==> config.mk <==
export PLATFORM = sky130hd
export DESIGN_NAME = bubble_page_sequencer
export DESIGN_NICKNAME = d
export VERILOG_FILES = /design/src/rtl/bubble_page_sequencer.sv
export SDC_FILE = /design/constraint.sdc
export NUM_CORES = 1
export LEC_CHECK = 0
export CAP_MARGIN = 5
export CORE_MARGIN = 2
export CORE_UTILIZATION = 55
export CTS_BUF_LIST = sky130_fd_sc_hd__clkbuf_8
export CTS_CLUSTER_SIZE = 16
export DETAILED_ROUTE_END_ITERATION = 10
export PLACE_DENSITY = 0.82
export SKIP_LAST_GASP = 1
export SLEW_MARGIN = 20
export SYNTH_ARGS = -nofsm -noshare
export SYNTH_HDL_FRONTEND = slang
export SYNTH_SLANG_ARGS = --single-unit
==> constraint.sdc <==
create_clock -name MCLK -period 3.15 [get_ports MCLK]
set_input_delay 0.63 -clock MCLK [delete_from_list [all_inputs] [get_ports MCLK]]
set_output_delay 0.63 -clock MCLK [all_outputs]
set_load 0.02 [all_outputs]
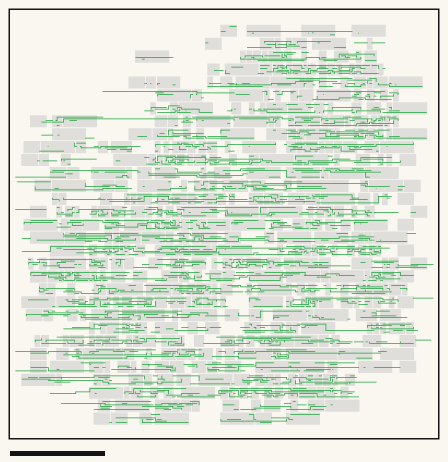
Figure 1: run 1, the metal 1 layer.
Bar = 20 um.
main direction: horizontal
share of all routed wire: 46%
wire length after detailed routing: 9.83 mm
via count of the routed design: 3,764

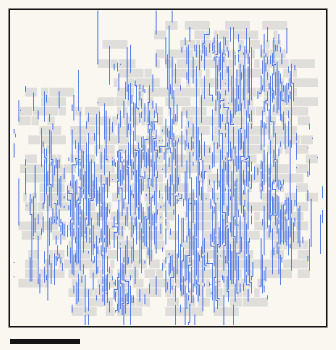
Figure 2: run 1, M2 wires.
Bar = 20 um.
share of all routed wire: 47%
wire length on this layer: 4,660 um
main direction: vertical
nets with wire on the layer: 468
Global Route met2 Usage: 39.5%

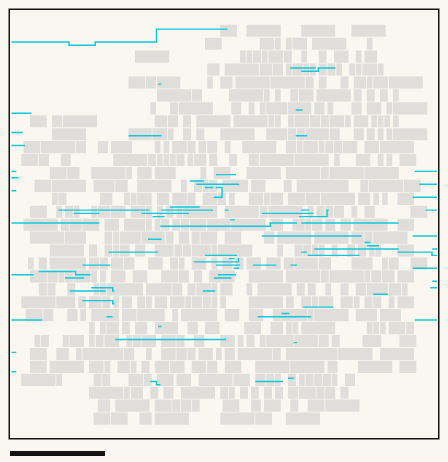
Figure 3: run 1, the metal 3 layer.
Bar = 20 um.
share of all routed wire: 5.0%
main direction: horizontal
longest straight run: 23.0 um
wire length on this layer: 495 um
fraction of met3 tracks used by global routing: 3.44%

==> Flow_metrics.wiki <==
== Metrics ==
{| class="wikitable"
! Metric !! Value
|-
| Leakage dissipation || between 1.5 and 2 nW
|-
| Yosys cell count || 506
|-
| Final design utilization || between 60% and 70%
|-
| Simple-gate share of the synthesized area || approximately a quarter
|-
| Count of cells along the worst register-to-register path || 8
|-
| Largest fanout on the critical path || 13
|-
| Minimum clock period || around 2.8 ns
|-
| Slowest cell delay on critical path || slightly above 0.6 ns
|-
| Number of antenna-violating nets in the routed design || 0
|-
| DRT iter0 DRCs || between 200 and 300
|-
| Quantity of gates resized following cts || 0
|-
| TritonCTS buffer count || 9
|-
| Pwr Density || 580 nW/um^2
|-
| Tap cells || roughly 99
|-
| Routed len/inst || 15.5 um
|-
| Detail-routed via count per cell || 5.93
|-
| Mux share || 2.15%
|-
| Count of port buffers added during placement || 35
|-
| Final setup skew || approximately 0.0087 ns
|-
| Via count of the first global-routing pass || ~3,400
|-
| Count of flip-flops and latches || 72
|-
| Overflow left after global routing || 0
|-
| Hold-fix buffers, CTS || 0
|-
| P&R area growth vs syn || 14.9%
|-
| Required time at the worst-slack endpoint || around 3.4 ns
|-
| Post-synth EDFFs || 0
|-
| Slack of the worst reg-to-reg path || around 0.39 ns
|-
| Avg Inst Size Synth || roughly 8.0 sq um
|-
| Largest register FFs || 15
|-
| Count of plain and timing-repair buffers in the layout || around 46
|-
| Final critical-path share of the clock period || a little under 90%
|-
| Finished Layout Cells || 635
|-
| AND-OR/OR-AND Cells, Area Fraction || 21.0%
|-
| Worst-case clock buffer depth || 2
|-
| Most common flop cell mapped by yosys || sky130_fd_sc_hd__dfxtp_1
|-
| Final-layout worst hold slack || 0.413 ns
|-
| Top post-synthesis cells by area || sky130_fd_sc_hd__dfxtp_1, sky130_fd_sc_hd__nor2_1, sky130_fd_sc_hd__a21oi_1
|-
| Endpoint kind of the worst setup timing path || flip-flop
|-
| Fill cell instance count of the final layout || roughly 630
|-
| Normalized max-slew margin || a little under three fifths
|-
| Max-slew violation count || 0
|-
| Distinct cell type count of the synthesized netlist || roughly 70
|-
| Proportion of netlist area held by the largest area contributor || between 30% and 40%
|-
| Number of clock sinks seen by CTS || approximately 72
|-
| Summed area of non-filler cells in the final layout || 4680 sq um
|-
| Non-clock buffer contribution to total cell area || a little under a tenth
|-
| Overall chip area || 8110 sq um
|-
| Buffers inserted during post-CTS setup optimization || 0
|-
| IR drop worst, VDD || between 0.3 and 0.4 mV
|-
| Cell Area, Synth || 4070 sq um
|-
| Final routed DRC violation total || 0
|-
| Largest net degree at the start of global routing || 27
|-
| Clock root buffer || sky130_fd_sc_hd__clkbuf_8
|-
| Y dimension of the die || approximately 90 um
|-
| Crit path max-delay family || AND-OR/OR-AND gates
|-
| Cells after DPL || about 620
|-
| Clock distribution area overhead in the final layout || around 4.8%
|-
| Ys Warns || 0
|-
| Footprint of the flip-flops and latches || approximately 1400 sq um
|-
| Kind of critical path || flip-flop to flip-flop
|-
| Max-capacitance violation count || 0
|-
| Hold Path Class || flip-flop to flip-flop
|-
| Combinational gate area || around 2400 sq um
|-
| CTS tree || done
|-
| Final count of hold timing violations || 0
|-
| Tot Pwr || roughly 2.7 mW
|-
| Critical path buffer and inverter count || 0
|-
| Biggest Area Class || logic gates
|-
| Transition at the pin with the smallest max-transition slack || 0.653 ns
|-
| Worst Setup Slack post-DPL || between 0.5 and 0.6 ns
|-
| Unrepaired setup endpoints after global routing || no
|-
| Synth logic family || simple AND/OR/NAND/NOR gates
|-
| Number of cells traversed by the worst hold path || 1
|-
| Library cell with the largest summed area after synthesis || sky130_fd_sc_hd__dfxtp_1
|-
| Xor-xnor portion of the synthesized cell area || around 6.5%
|-
| Total tool warning count || 33
|-
| DP HPWL || 6.82 mm
|-
| Clock insertion delay at the later pin of the skew report || approximately 0.36 ns
|-
| Kind of start point of the critical path || flip-flop
|-
| Max Clk Rate || between 300 and 400 MHz
|-
| Placement row count || 31
|-
| Width of the chip || 90.1 um
|-
| Ant. Diodes || 0
|-
| Cell area reported after detailed placement || between 4000 and 5000 sq um
|-
| Flop and latch count out of synthesis || ~72
|-
| Arithmetic-cell share of the synthesized area counting full adders, half adders and majority gates || under 10%
|-
| Number of multi-input logic gates || a little under 400
|-
| Count of cell instances traversed by the critical path || 8
|-
| Cell count after synthesis || 506
|-
| Nets || between 500 and 600
|-
| Synth top cell by count || sky130_fd_sc_hd__dfxtp_1
|-
| Logic inverters || 17
|-
| Initial antenna violation count || 0
|-
| Async S/R FF share, synth || 0%
|-
| Total GRT Usage || between 20% and 30%
|-
| Final WS setup || just under 0.4 ns
|-
| First-pass GRT wire length || 16.2 mm
|-
| Yosys stat area || 4070 sq um
|-
| Top cells by count || sky130_fd_sc_hd__dfxtp_1, sky130_fd_sc_hd__nor2_1, sky130_fd_sc_hd__nand2_1
|-
| Synth Net Count || approximately 530
|-
| Post-synth seq share || between 30 and 40%
|-
| Count of clock buffers in the final design || 9
|-
| Crit-path slowest cell || sky130_fd_sc_hd__dfxtp_1
|-
| Result of the run || finished clean
|-
| Final tally of setup violations || 0
|-
| CP Cell Sequence || ha_1 -> nand4_4 -> o21a_1 -> a211o_1 -> a31oi_4 -> mux2i_1 -> a211oi_1 -> a2111oi_2
|-
| Register fraction of the total cell area || a little under a third
|-
| Clock slew at reported path FFs || approximately 0.080 ns
|-
| IO Count || 36
|-
| Iteration tally of the first detailed-router pass || 7
|-
| Floorplan Core Area || 7210 sq um
|-
| H-tree lvl count || 3
|-
| Ratio of cells with drive above 1 in the final layout || a little under 9%
|-
| CP arrival || slightly above 3 ns
|-
| Global placer's final weighted congestion || around 0.95
|-
| Initial Utilization || around 56%
|-
| Total Neg Setup Slack || 0 ns
|-
| Fraction of area in multi-input gates || between 50% and 60%
|}
-- run 1: where the power goes --
group          leakage (nW)  switching [mW]  internal, mW  total (mW)
clock network         0.110           0.395         0.454       0.850
logic                  1.09           0.438         0.311       0.749
registers             0.585           0.102          1.01        1.11
-- run 1: placed cells by master, fill, tap and decap left out, types with 9 or more instances in the layout --
| master | netlist | layout |
|---|---|---|
| sky130_fd_sc_hd__clkbuf_8 | 0 | 9 |
| sky130_fd_sc_hd__nand3_1 | 22 | 22 |
| sky130_fd_sc_hd__xnor2_1 | 19 | 19 |
| sky130_fd_sc_hd__o21ai_0 | 30 | 30 |
| sky130_fd_sc_hd__clkdlybuf4s50_1 | 0 | 35 |
| sky130_fd_sc_hd__dfxtp_1 | 72 | 72 |
| sky130_fd_sc_hd__ha_1 | 12 | 12 |
| sky130_fd_sc_hd__nand2_1 | 43 | 43 |
| sky130_fd_sc_hd__inv_1 | 17 | 17 |
| sky130_fd_sc_hd__buf_4 | 4 | 11 |
| sky130_fd_sc_hd__a31oi_1 | 11 | 11 |
| sky130_fd_sc_hd__nor2_1 | 68 | 68 |
| sky130_fd_sc_hd__xor2_1 | 11 | 11 |
| sky130_fd_sc_hd__a21oi_1 | 39 | 39 |
| sky130_fd_sc_hd__nand2b_1 | 11 | 11 |
| sky130_fd_sc_hd__nor3_1 | 16 | 16 |
-- run 1: layer usage --
layer | GRT usage (%) | share of wire, % | up-vias
li1 | - | - | 1842
met1 | 32.0 | 46 | 1771
met2 | 39.5 | 47 | 135
met3 | 3.44 | 5.0 | 16
met4 | 9.10 | 1.7 | 0
met5 | 0 | 0 | -
Power figures rest on the tool's default switching activity, not on a simulated workload.
